$ cat config.mk
export PLATFORM = sky130hd
export DESIGN_NAME = ip_rgb2lms_arb
export DESIGN_NICKNAME = d
export VERILOG_FILES = /design/src/rtl/ip_oklab_pkg.sv /design/src/rtl/ip_rgb2lms_tagq.sv /design/src/rtl/ip_rgb2lms_arb.sv
export SDC_FILE = /design/constraint.sdc
export NUM_CORES = 1
export LEC_CHECK = 0
export ABC_AREA = 1
export CAP_MARGIN = 15
export CORE_ASPECT_RATIO = 1.25
export CORE_MARGIN = 2
export CORE_UTILIZATION = 40
export CTS_CLUSTER_DIAMETER = 50
export DETAILED_ROUTE_END_ITERATION = 8
export PLACE_DENSITY = 0.82
export SYNTH_ARGS = -nofsm -noshare
export SYNTH_HDL_FRONTEND = slang
export SYNTH_HIERARCHICAL = 1
export SYNTH_SLANG_ARGS = --single-unit
$ cat constraint.sdc
create_clock -name clk -period 1.8 [get_ports clk]
set_input_delay 0.45 -clock clk [delete_from_list [all_inputs] [get_ports clk]]
set_output_delay 0.45 -clock clk [all_outputs]
set_load 0.02 [all_outputs]
$ cat src/rtl/ip_oklab_pkg.sv
// Shared definitions for the RGB->LMS converter front end: arbiter FSM encoding,
// latency bound, error bit positions and the in-flight pixel tag.
package ip_oklab_pkg;

  localparam logic [1:0] ST_IDLE = 2'd0;
  localparam logic [1:0] ST_GNT0 = 2'd1;
  localparam logic [1:0] ST_GNT1 = 2'd2;

  localparam int CVT_LAT_MAX = 4;

  localparam int ERR_TAG  = 0;
  localparam int ERR_LONG = 1;

  typedef struct packed {
    logic vld;
    logic own;
  } tag_t;

endpackage

$ cat src/rtl/ip_rgb2lms_tagq.sv
// Delay line of {valid, owner} tags that tracks pixels through the issue
// register and the converter so responses can be routed back.
module ip_rgb2lms_tagq
  import ip_oklab_pkg::*;
#(
  parameter int STAGES = 2
) (
  input  logic clk,
  input  logic rst_n,
  input  tag_t tag_in,
  output tag_t tag_out
);

  tag_t [STAGES:1] vld_pipe;

  always_ff @(posedge clk or negedge rst_n) begin
    if (!rst_n) vld_pipe <= '0;
    else        vld_pipe <= {vld_pipe[STAGES-1:1], tag_in};
  end

  assign tag_out = vld_pipe[STAGES];

endmodule

$ cat src/rtl/ip_rgb2lms_arb.sv
// Burst-locked round-robin arbiter sharing one ip_rgb2lms converter between two
// pixel requesters; drives converter framing and routes L/M/S back to the owner.
module ip_rgb2lms_arb
  import ip_oklab_pkg::*;
#(
  parameter int CIW       = 8,
  parameter int COW       = 12,
  parameter int CVT_LAT   = 1,
  parameter int MAX_BURST = 4096
) (
  input  logic           clk,
  input  logic           rst_n,
  input  logic           i_req0_vld,
  output logic           o_req0_rdy,
  input  logic           i_req0_last,
  input  logic [CIW-1:0] i_req0_r,
  input  logic [CIW-1:0] i_req0_g,
  input  logic [CIW-1:0] i_req0_b,
  input  logic           i_req1_vld,
  output logic           o_req1_rdy,
  input  logic           i_req1_last,
  input  logic [CIW-1:0] i_req1_r,
  input  logic [CIW-1:0] i_req1_g,
  input  logic [CIW-1:0] i_req1_b,
  output logic [CIW-1:0] o_cvt_r,
  output logic [CIW-1:0] o_cvt_g,
  output logic [CIW-1:0] o_cvt_b,
  output logic           o_cvt_hstr,
  output logic           o_cvt_hend,
  output logic           o_cvt_href,
  input  logic [COW-1:0] i_cvt_l,
  input  logic [COW-1:0] i_cvt_m,
  input  logic [COW-1:0] i_cvt_s,
  input  logic           i_cvt_href,
  output logic           o_rsp0_vld,
  output logic           o_rsp1_vld,
  output logic [COW-1:0] o_rsp_l,
  output logic [COW-1:0] o_rsp_m,
  output logic [COW-1:0] o_rsp_s,
  input  logic           i_err_clr,
  output logic [1:0]     o_err
);

  localparam int CW     = $clog2(MAX_BURST + 1);
  localparam int STAGES = 1 + CVT_LAT;

  logic [1:0]    state, state_nxt;
  logic          last_gnt;
  logic [CW-1:0] beat_cnt;
  logic          acc0, acc1, acc, own, last_beat, burst_end;
  logic          other_vld, own_vld;
  logic          err_tag_set, err_long_set;
  tag_t          tag_in, tag_out;

  // In IDLE rdy follows vld with the tie going away from last_gnt;
  // once granted, rdy is a pure function of state.
  always_comb begin
    o_req0_rdy = 1'b0;
    o_req1_rdy = 1'b0;
    case (state)
      ST_IDLE: begin
        o_req0_rdy = i_req0_vld & (~i_req1_vld | last_gnt);
        o_req1_rdy = i_req1_vld & (~i_req0_vld | ~last_gnt);
      end
      ST_GNT0: o_req0_rdy = 1'b1;
      ST_GNT1: o_req1_rdy = 1'b1;
      default: ;
    endcase
  end

  assign acc0      = i_req0_vld & o_req0_rdy;
  assign acc1      = i_req1_vld & o_req1_rdy;
  assign acc       = acc0 | acc1;
  assign own       = acc1;
  assign last_beat = acc1 ? i_req1_last : i_req0_last;
  assign burst_end = acc & last_beat;
  assign other_vld = own ? i_req0_vld : i_req1_vld;
  assign own_vld   = own ? i_req1_vld : i_req0_vld;

  // At burst end the waiting requester is preferred, enabling zero-bubble handoff.
  always_comb begin
    state_nxt = state;
    if (burst_end) begin
      if (other_vld)    state_nxt = own ? ST_GNT0 : ST_GNT1;
      else if (own_vld) state_nxt = own ? ST_GNT1 : ST_GNT0;
      else              state_nxt = ST_IDLE;
    end else if (acc) begin
      state_nxt = own ? ST_GNT1 : ST_GNT0;
    end else if (state == 2'd3) begin
      state_nxt = ST_IDLE;
    end
  end

  always_ff @(posedge clk or negedge rst_n) begin
    if (!rst_n) begin
      state    <= ST_IDLE;
      last_gnt <= 1'b1;
    end else begin
      state <= state_nxt;
      if (burst_end) last_gnt <= own;
    end
  end

  // beat_cnt==0 marks the first beat of a burst; it saturates at MAX_BURST.
  always_ff @(posedge clk or negedge rst_n) begin
    if (!rst_n)                                  beat_cnt <= '0;
    else if (burst_end)                          beat_cnt <= '0;
    else if (acc && beat_cnt != CW'(MAX_BURST))  beat_cnt <= beat_cnt + CW'(1);
  end

  always_ff @(posedge clk or negedge rst_n) begin
    if (!rst_n) begin
      o_cvt_r    <= '0;
      o_cvt_g    <= '0;
      o_cvt_b    <= '0;
      o_cvt_hstr <= 1'b0;
      o_cvt_hend <= 1'b0;
      o_cvt_href <= 1'b0;
    end else begin
      o_cvt_href <= acc;
      o_cvt_hstr <= acc & (beat_cnt == '0);
      o_cvt_hend <= burst_end;
      if (acc) begin
        o_cvt_r <= own ? i_req1_r : i_req0_r;
        o_cvt_g <= own ? i_req1_g : i_req0_g;
        o_cvt_b <= own ? i_req1_b : i_req0_b;
      end
    end
  end

  assign tag_in.vld = acc;
  assign tag_in.own = own;

  ip_rgb2lms_tagq #(.STAGES(STAGES)) u_tagq (
    .clk     (clk),
    .rst_n   (rst_n),
    .tag_in  (tag_in),
    .tag_out (tag_out)
  );

  assign o_rsp0_vld = i_cvt_href & tag_out.vld & ~tag_out.own;
  assign o_rsp1_vld = i_cvt_href & tag_out.vld &  tag_out.own;
  assign o_rsp_l    = i_cvt_l;
  assign o_rsp_m    = i_cvt_m;
  assign o_rsp_s    = i_cvt_s;

  assign err_tag_set  = i_cvt_href != tag_out.vld;
  assign err_long_set = acc & ~last_beat & (beat_cnt == CW'(MAX_BURST - 1));

  // A set in the same cycle as a clear wins.
  always_ff @(posedge clk or negedge rst_n) begin
    if (!rst_n) begin
      o_err <= '0;
    end else begin
      o_err[ERR_TAG]  <= (o_err[ERR_TAG]  & ~i_err_clr) | err_tag_set;
      o_err[ERR_LONG] <= (o_err[ERR_LONG] & ~i_err_clr) | err_long_set;
    end
  end

endmodule
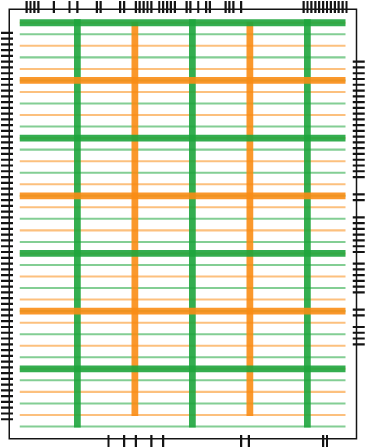
Figure 1: run 1, supply network.
Pins as bars on the die edge.
[VSS] green
[VDD] orange
rows: 35
met1 rails: 36

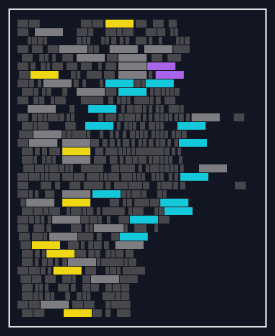
Figure 2: run 1, register map, names as in the netlist.
Other sequential cells in the stronger grey, the rest of the logic in the fainter grey.
[u_tagq/tag_out] purple | flops: 2
[o_cvt_b] yellow | flops: 8
[beat_cnt] cyan | flops: 13
register area: 1227 um2
Layout Utilization: 53.82%

==> impl_results.html, run 1 <==
<h2>Implementation results</h2>
<table>
<tr><th>Metric</th><th>Value</th></tr>
<tr><th colspan="2">Pwr</th></tr>
<tr><td>VDD IR-drop max</td><td>823.3 uV</td></tr>
<tr><td>Internal power component</td><td>3064 uW</td></tr>
<tr><td>Net load switching power</td><td>2202 uW</td></tr>
<tr><td>Combinational Power</td><td>2820 uW</td></tr>
<tr><th colspan="2">Logic synthesis</th></tr>
<tr><td>Post-Syn Area</td><td>3007 um2</td></tr>
<tr><td>Top logic cell family in the synthesized netlist</td><td>simple AND/OR/NAND/NOR gates</td></tr>
<tr><td>Area of the synthesized netlist per yosys stat</td><td>3007 um2</td></tr>
<tr><td>Adder-cell share of the synthesized area</td><td>1.248%</td></tr>
<tr><td>Proportion of synthesized chip area in sequential cells</td><td>40.82%</td></tr>
<tr><td>Mux share of post-synthesis cell area</td><td>0%</td></tr>
<tr><td>Flops &amp; latches, synth</td><td>49</td></tr>
<tr><td>Share of synthesized cell area in and-or and or-and compound cells</td><td>11.32%</td></tr>
<tr><td>Number of distinct library cells after synthesis</td><td>28</td></tr>
<tr><th colspan="2">Critical path</th></tr>
<tr><td>Crit-path cells</td><td>clkdlybuf4s50_1</td></tr>
<tr><td>Worst reg-to-reg path cell count</td><td>9</td></tr>
<tr><td>Cell type of the slowest stage on the worst timing path</td><td>clkdlybuf4s50_1</td></tr>
<tr><td>Buffer-and-inverter tally for the worst setup path</td><td>1</td></tr>
<tr><td>Arrival @ worst endpoint</td><td>1.32 ns</td></tr>
<tr><th colspan="2">Layout</th></tr>
<tr><td>Most frequent logic cells in the routed design</td><td>79 x nand2_1, 78 x clkdlybuf4s50_1, 48 x dfrtp_1</td></tr>
<tr><td>Most frequent standard cell in the layout excluding fill and tap cells</td><td>nand2_1</td></tr>
<tr><td>Reg with most FFs</td><td>beat_cnt</td></tr>
<tr><td>Tally of filler cells in the layout</td><td>625</td></tr>
<tr><td>Post-layout net count</td><td>535</td></tr>
<tr><td>Largest register FFs</td><td>13</td></tr>
<tr><th colspan="2">Timing</th></tr>
<tr><td>Skew final</td><td>0.01320 ns</td></tr>
<tr><td>Headroom to the max-slew limit</td><td>68.10%</td></tr>
<tr><th colspan="2">Status</th></tr>
<tr><td>Run status</td><td>finished clean</td></tr>
<tr><th colspan="2">Clocking</th></tr>
<tr><td>H-tree lvl count</td><td>2</td></tr>
<tr><th colspan="2">Floorplanning</th></tr>
<tr><td>Die Height</td><td>100.9 um</td></tr>
<tr><td>Standard cell core area</td><td>7313 um2</td></tr>
<tr><td>Effective utilization at floorplan</td><td>41.11%</td></tr>
<tr><th colspan="2">Detailed routing</th></tr>
<tr><td>Detailed-route wire length</td><td>7266 um</td></tr>
<tr><th colspan="2">Placement</th></tr>
<tr><td>Number of instances in the placed design</td><td>523</td></tr>
</table>
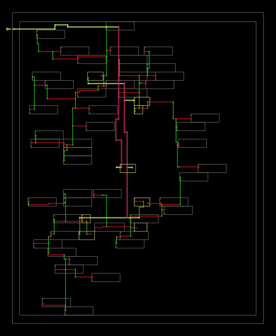
Figure 3: run 1, clock routing.
clock insertion delay at the later pin of the skew report: 0.32 ns
TritonCTS sink count: 49

## run 1: routing by layer
| metal | track usage, % | part of all wire (%) | up-vias | wire (um) |
|---|---|---|---|---|
| met5 | 0 | 0 | - | 0 |
| met4 | 7.823 | 3.2 | 0 | 232 |
| met3 | 6.810 | 10 | 29 | 747 |
| met2 | 29.32 | 50 | 120 | 3640 |
| met1 | 20.53 | 36 | 1286 | 2646 |
| li1 | - | - | 1297 | - |
## run 1: worst max path at each step
stage | startpoint | endpoint | slack (ns) | cells past startpoint
finish | o_cvt_b[1]$_DFFE_PN0P_ | o_cvt_b[1] | 0.03 | 1
global route | o_cvt_g[4]$_DFFE_PN0P_ | o_cvt_g[4] | -0.008 | 1
CTS | i_req0_vld | beat_cnt[3]$_DFFE_PN0P_ | 0.002 | 9
detailed placement | i_req1_vld | o_req0_rdy | -0.51 | 5
global placement | i_req1_vld | o_req0_rdy | -0.46 | 5
floorplan | i_req0_vld | beat_cnt[10]$_DFFE_PN0P_ | 0.37 | 9
## run 1: repair_timing
item / CTS / global route
gates resized: 17 / 11
setup buffers: 0 / 1
setup endpoints to repair: 16 / 32
cloned: 0 / 1
pin swaps: 0 / 3
## run 1: Yosys cell counts, drive strengths merged
| master | number |
|---|---|
| nand2 | 84 |
| buf | 52 |
| dfrtp | 48 |
| nand3 | 44 |
| nor2 | 39 |
| inv | 34 |
| o21ai | 28 |
| a21oi | 25 |
| nand4 | 8 |
| ha | 3 |
| xor2 | 3 |
| a21o | 1 |
| a31oi | 1 |
| dfstp | 1 |
| nand3b | 1 |
| nor3 | 1 |
| o21bai | 1 |
| o22ai | 1 |
## run 1: layout make-up
class                   count  area share (%)
repair buffers            110           28.13
inverters                  34           3.369
multi-input cells         240           31.98
well taps                  92           2.924
flip-flops and latches     49           31.18
clock inverters             3          0.6675
clock buffers               5           1.748
Figure 4. Gate-type map (run 1).
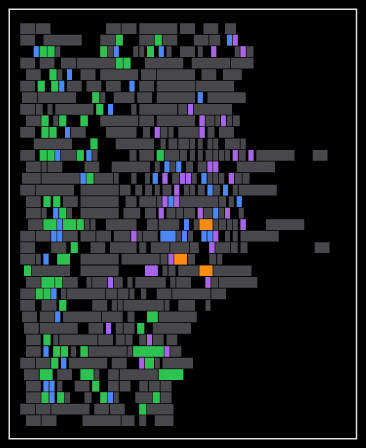

==> run 1 -> run 2 <==
--- a/config.mk
+++ b/config.mk
@@ -5,14 +5,14 @@
 export SDC_FILE = /design/constraint.sdc
 export NUM_CORES = 1
 export LEC_CHECK = 0
-export ABC_AREA = 1
+export ABC_CLOCK_PERIOD_IN_PS = 1800
 export CAP_MARGIN = 15
 export CORE_ASPECT_RATIO = 1.25
 export CORE_MARGIN = 2
-export CORE_UTILIZATION = 40
+export CORE_UTILIZATION = 38
 export CTS_CLUSTER_DIAMETER = 50
 export DETAILED_ROUTE_END_ITERATION = 8
-export PLACE_DENSITY = 0.82
+export PLACE_DENSITY = 0.81
 export SYNTH_ARGS = -nofsm -noshare
 export SYNTH_HDL_FRONTEND = slang
 export SYNTH_HIERARCHICAL = 1
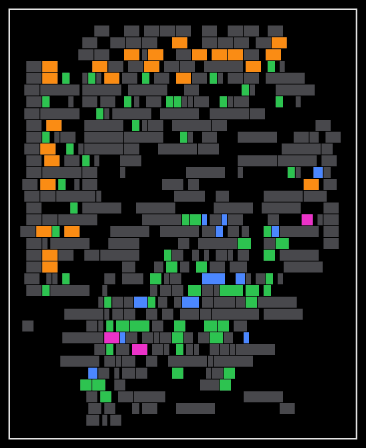
Figure 5: run 2, gate-type map.
[mux cells] orange | cells: 24 | most used: mux2i_1
[nor cells] blue | cells: 12 | most used: nor2_1
[aoi and oai cells] green | cells: 58 | most used: o21ai_0
[non-inverting ao/oa cells] magenta | cells: 3

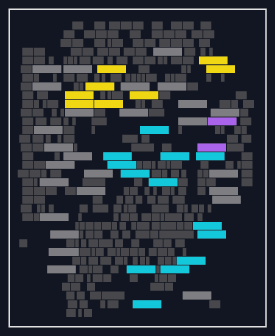
Figure 6: run 2, register map, names as in the netlist.
Other sequential cells in the stronger grey, the rest of the logic in the fainter grey.
[o_cvt_b] yellow | flops: 8
[beat_cnt] cyan | flops: 13
[u_tagq/tag_out] purple | flops: 2

==> impl_results.html, run 2 <==
<h2>Implementation results</h2>
<table>
<tr><th>Metric</th><th>Value</th></tr>
<tr><th colspan="2">Clocking</th></tr>
<tr><td>Post-CTS setup repair buffer count</td><td>0 (unchanged)</td></tr>
<tr><td>Clock insertion delay at the later pin of the skew report</td><td>0.30 ns (-0.02 ns)</td></tr>
<tr><td>TritonCTS sink count</td><td>49 (unchanged)</td></tr>
<tr><td>H-tree lvl count</td><td>2 (unchanged)</td></tr>
<tr><th colspan="2">Critical path</th></tr>
<tr><td>Crit-path cells</td><td>clkdlybuf4s50_1</td></tr>
<tr><td>Source of the critical timing path</td><td>o_cvt_r[1]$_DFFE_PN0P_</td></tr>
<tr><td>Worst setup path endpoint</td><td>o_cvt_r[1]</td></tr>
<tr><th colspan="2">Logic synthesis</th></tr>
<tr><td>Synth cell count leaders</td><td>48 x dfrtp_1, 40 x buf_4, 34 x nand2_1</td></tr>
<tr><td>Async SR Flop Fraction</td><td>100.0% (unchanged)</td></tr>
<tr><td>Post-Syn Area</td><td>2726 um2 (-9.3%)</td></tr>
<tr><td>Proportion of synthesized chip area in sequential cells</td><td>45.02% (+4.2 points)</td></tr>
<tr><td>EDFF count, synth</td><td>0 (unchanged)</td></tr>
<tr><td>Adder-cell share of the synthesized area</td><td>1.377% (+0.13 points)</td></tr>
<tr><th colspan="2">Global routing</th></tr>
<tr><td>Met1 capacity usage during global routing</td><td>16.92% (-3.6 points)</td></tr>
<tr><td>Global-route track usage on met2</td><td>30.64% (+1.3 points)</td></tr>
<tr><th colspan="2">Layout</th></tr>
<tr><td>Tally of filler cells in the layout</td><td>637 (+1.9%)</td></tr>
<tr><td>Most frequent standard cell in the layout excluding fill and tap cells</td><td>clkdlybuf4s50_1</td></tr>
<tr><td>Post-layout net count</td><td>449 (-16%)</td></tr>
<tr><td>Layout Utilization</td><td>53.82% (about the same)</td></tr>
<tr><td>Reg with most FFs</td><td>beat_cnt</td></tr>
<tr><td>Most frequent logic cells in the routed design</td><td>80 x clkdlybuf4s50_1, 48 x dfrtp_1, 34 x nand2_1</td></tr>
<tr><th colspan="2">Detailed routing</th></tr>
<tr><td>Met2 layer wire length in the routed design</td><td>3275 um (-10%)</td></tr>
<tr><td>Highest metal layer with signal wires</td><td>met4</td></tr>
<tr><td>Wire length on met1</td><td>2353 um (-11%)</td></tr>
<tr><th colspan="2">Timing</th></tr>
<tr><td>Skew final</td><td>0.01003 ns (-0.003166 ns)</td></tr>
<tr><td>Headroom to the max-slew limit</td><td>77.33% (+9.2 points)</td></tr>
<tr><th colspan="2">Floorplanning</th></tr>
<tr><td>Die Height</td><td>98.70 um (-2.2%)</td></tr>
<tr><td>Effective utilization at floorplan</td><td>39.08% (-2.0 points)</td></tr>
<tr><th colspan="2">Status</th></tr>
<tr><td>Run status</td><td>finished clean</td></tr>
</table>
run 2: netlist changes by cell type after synthesis, moves of 6 or more:
cell / change
o31ai_1: +6
nand2_1: -45
o21ai_0: +8
o211ai_1: +6
o21ai_2: -6
inv_1: -19
mux2i_1: +24
nand4_1: -6
nor2_1: -34
nand3_2: -10
nand3_1: -26
a21oi_1: -18
run 2: worst min-delay path by stage:
stage	start	endpoint	slack (ns)	cells after the start
final	rst_n	beat_cnt[0]$_DFFE_PN0P_	0.11	2
after global routing	rst_n	beat_cnt[0]$_DFFE_PN0P_	0.14	2
after CTS	rst_n	beat_cnt[12]$_DFFE_PN0P_	0.12	2
after detailed placement	u_tagq/vld_pipe[0]$_DFF_PN0_	u_tagq/tag_out[0]$_DFF_PN0_	0.33	0
after global placement	u_tagq/vld_pipe[0]$_DFF_PN0_	u_tagq/tag_out[0]$_DFF_PN0_	0.33	0
after floorplan	rst_n	beat_cnt[0]$_DFFE_PN0P_	0.15	0
run 2: report_power, final:
group	switching [uW]	internal [uW]	leakage [uW]	total, uW
logic	1290	1300	0.00105	2600
clock network	360	417	0.0000554	777
registers	231	1500	0.000616	1730
total	1880	3220	0.00172	5100
run 2: layout make-up:
cell class              count  share of cell area [%]
flip-flops and latches     49                   32.69
repair buffers            120                   30.29
multi-input cells         167                   29.96
well taps                  90                   2.999
clock buffers               6                   1.933
inverters                  11                   1.100
clock inverters             2                   1.033
run 2: metrics by stage:
stage          cell area (um2)  std cells  total power [uW]  worst slack (ns)   TNS (ns)
2_1_floorplan             2726        276              3119           0.05669          0
3_3_place_gp              3635        436              4290           -0.5810     -14.96
6_report                  3755        445              5101           0.06298          0
5_1_grt                   3755        445              5449          0.002535          0
3_5_place_dp              3635        436              4358           -0.5788     -16.82
4_1_cts                   3730        444              5137         -0.008186  -0.008186
Figure 7. Clock routing (run 2).
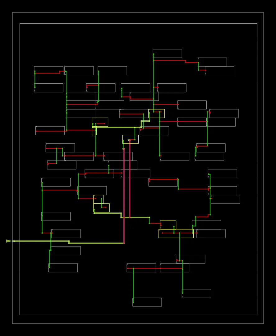

==> run 2 -> run 3 <==
--- a/config.mk
+++ b/config.mk
@@ -13,6 +13,7 @@
 export CTS_CLUSTER_DIAMETER = 50
 export DETAILED_ROUTE_END_ITERATION = 8
 export PLACE_DENSITY = 0.81
+export SLEW_MARGIN = 20
 export SYNTH_ARGS = -nofsm -noshare
 export SYNTH_HDL_FRONTEND = slang
 export SYNTH_HIERARCHICAL = 1
==> constraint.sdc (replaced) <==
create_clock -name clk -period 1.8 [get_ports clk]
set_input_delay 0.45 -clock clk [delete_from_list [all_inputs] [get_ports clk]]
set_output_delay 0.45 -clock clk [all_outputs]
set_load 0.01 [all_outputs]
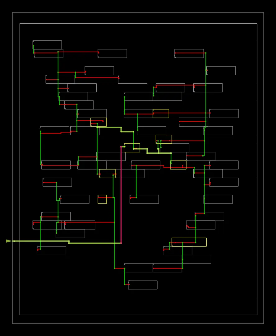
Figure 8: run 3, clock routing.
skew final: 0.007215 ns
layout sequential cell count: 49
number of buffers created by CTS: 5
count of clock buffers in the final design: 6

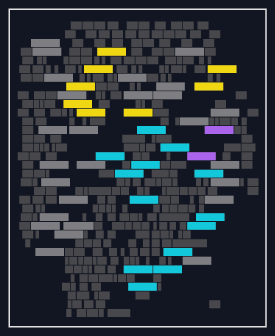
Figure 9: run 3, register map, names as in the netlist.
Other sequential cells in the stronger grey, the rest of the logic in the fainter grey.
[o_cvt_b] yellow | flops: 8
[beat_cnt] cyan | flops: 13
[u_tagq/tag_out] purple | flops: 2
not coloured: 26

==> impl_results.html, run 3 <==
<h2>Implementation results</h2>
<table>
<tr><th>Metric</th><th>Value</th></tr>
<tr><th colspan="2">Logic synthesis</th></tr>
<tr><td>Synth cell count leaders</td><td>48 x dfrtp_1, 40 x buf_4, 34 x nand2_1</td></tr>
<tr><td>Number of warning messages in the yosys log</td><td>6</td></tr>
<tr><td>Proportion of synthesized chip area in sequential cells</td><td>45.02% (unchanged)</td></tr>
<tr><td>Number of distinct library cells after synthesis</td><td>54</td></tr>
<tr><td>Async SR Flop Fraction</td><td>100.0% (unchanged)</td></tr>
<tr><td>Synthesized Nets</td><td>371</td></tr>
<tr><td>Post-Syn Area</td><td>2726 um2 (unchanged)</td></tr>
<tr><td>EDFF count, synth</td><td>0 (unchanged)</td></tr>
<tr><th colspan="2">Status</th></tr>
<tr><td>Run status</td><td>finished clean</td></tr>
<tr><th colspan="2">Pwr</th></tr>
<tr><td>Flip-flop and latch power</td><td>1740 uW (about the same)</td></tr>
<tr><td>Net switching fraction of the power</td><td>33.47% (-3.5 points)</td></tr>
<tr><td>Combinational Power</td><td>2330 uW (-10%)</td></tr>
<tr><td>Share of total power in combinational logic</td><td>47.7% (-3.2 points)</td></tr>
<tr><td>Power in the clock group</td><td>817 uW (+5.1%)</td></tr>
<tr><td>Relative contribution of the clock network to total power</td><td>16.7% (+1.5 points)</td></tr>
<tr><td>Total power consumption of the routed design</td><td>4895 uW (-4.1%)</td></tr>
<tr><td>Internal power component</td><td>3256 uW (+1.2%)</td></tr>
<tr><td>Highest-power group</td><td>combinational cells</td></tr>
<tr><td>Net load switching power</td><td>1638 uW (-13%)</td></tr>
<tr><td>Register share of total power</td><td>35.6% (+1.7 points)</td></tr>
<tr><th colspan="2">Timing</th></tr>
<tr><td>Min Tclk post-route</td><td>1.753 ns</td></tr>
<tr><td>Headroom to the max-slew limit</td><td>76.07% (-1.3 points)</td></tr>
<tr><th colspan="2">Critical path</th></tr>
<tr><td>Cell type of the slowest stage on the worst timing path</td><td>dfstp_2</td></tr>
<tr><td>Crit-path cells</td><td>or2b_1, a21oi_1, nor2_1, buf_2</td></tr>
<tr><td>Buffer-and-inverter tally for the worst setup path</td><td>1</td></tr>
<tr><th colspan="2">Layout</th></tr>
<tr><td>Post-layout net count</td><td>449 (unchanged)</td></tr>
<tr><td>Most frequent logic cells in the routed design</td><td>80 x clkdlybuf4s50_1, 48 x dfrtp_1, 34 x nand2_1</td></tr>
<tr><td>Most frequent standard cell in the layout excluding fill and tap cells</td><td>clkdlybuf4s50_1</td></tr>
<tr><td>Layout area overhead</td><td>38.37%</td></tr>
<tr><td>Diode insertion count for antenna repair</td><td>0</td></tr>
<tr><td>Reg with most FFs</td><td>beat_cnt</td></tr>
<tr><td>Tally of filler cells in the layout</td><td>646 (+1.4%)</td></tr>
<tr><td>Fraction of layout instances using a drive strength above 1</td><td>16.90%</td></tr>
<tr><th colspan="2">Placement</th></tr>
<tr><td>Placer's final routability congestion estimate</td><td>0.8731</td></tr>
<tr><th colspan="2">Floorplanning</th></tr>
<tr><td>Effective utilization at floorplan</td><td>39.08% (unchanged)</td></tr>
<tr><td>Die Height</td><td>98.70 um (unchanged)</td></tr>
<tr><th colspan="2">Detailed routing</th></tr>
<tr><td>Count of routing violations after the opening detailed-route iteration</td><td>127</td></tr>
<tr><th colspan="2">Job</th></tr>
<tr><td>Number of OpenROAD warnings</td><td>28</td></tr>
<tr><th colspan="2">Clocking</th></tr>
<tr><td>Post-CTS setup repair buffer count</td><td>6 (+6)</td></tr>
<tr><td>TritonCTS sink count</td><td>49 (unchanged)</td></tr>
<tr><td>H-tree lvl count</td><td>2 (unchanged)</td></tr>
<tr><td>Clock insertion delay at the later pin of the skew report</td><td>0.29 ns (about the same)</td></tr>
<tr><th colspan="2">Global routing</th></tr>
<tr><td>Met1 capacity usage during global routing</td><td>18.19% (+1.3 points)</td></tr>
<tr><td>Global-route track usage on met2</td><td>27.15% (-3.5 points)</td></tr>
</table>
[run 3: cells by family after synthesis]
logic type	Yosys count	share of synthesized area [%]
simple gates	76	14.73
xor+xnor	3	0.9639
mux	24	8.811
fa+ha+maj	3	1.377
buf+inv	60	14.55
flops	49	45.02
compound gates	61	14.55
[run 3: per-layer routing]
layer / routed length, um / vias to the layer above
met5: 0 / -
met4: 97 / 0
met3: 350 / 16
met2: 3118 / 64
met1: 2422 / 1037
li1: - / 1084
[run 3: through the flow]
| step | setup TNS [ns] | utilization, % | setup slack [ns] | instance area [um2] | std cells |
|---|---|---|---|---|---|
| finish | 0 | 54.07 | 0.04651 | 3772 | 445 |
| global route | -0.03751 | 54.07 | -0.03751 | 3772 | 445 |
| CTS | 0 | 53.71 | 0.007591 | 3747 | 446 |
| detailed placement | -16.13 | 51.67 | -0.5457 | 3605 | 432 |
| global placement | -14.74 | 51.67 | -0.5488 | 3605 | 432 |
| floorplan | 0 | - | 0.05669 | 2726 | 276 |
[run 3: worst max-delay path by stage]
stage / endpoint / startpoint / depth (start not counted)
global placement: o_req0_rdy / i_req1_vld / 5
detailed placement: o_req0_rdy / i_req1_vld / 5
finish: o_req0_rdy / last_gnt$_DFFE_PN1N_ / 4
floorplan: beat_cnt[3]$_DFFE_PN0P_ / beat_cnt[0]$_DFFE_PN0P_ / 7
CTS: o_req0_rdy / last_gnt$_DFFE_PN1N_ / 4
global route: o_req0_rdy / last_gnt$_DFFE_PN1N_ / 4
[run 3: area by class of cell]
class	count	share of cell area, %
Sequential cell	49	32.54
Multi-Input combinational cell	167	30.15
Timing Repair Buffer	120	30.05
Tap cell	90	2.985
Clock buffer	6	2.189
Inverter	11	1.095
Clock inverter	2	0.9950
Power is estimated from default activity; no workload was simulated.
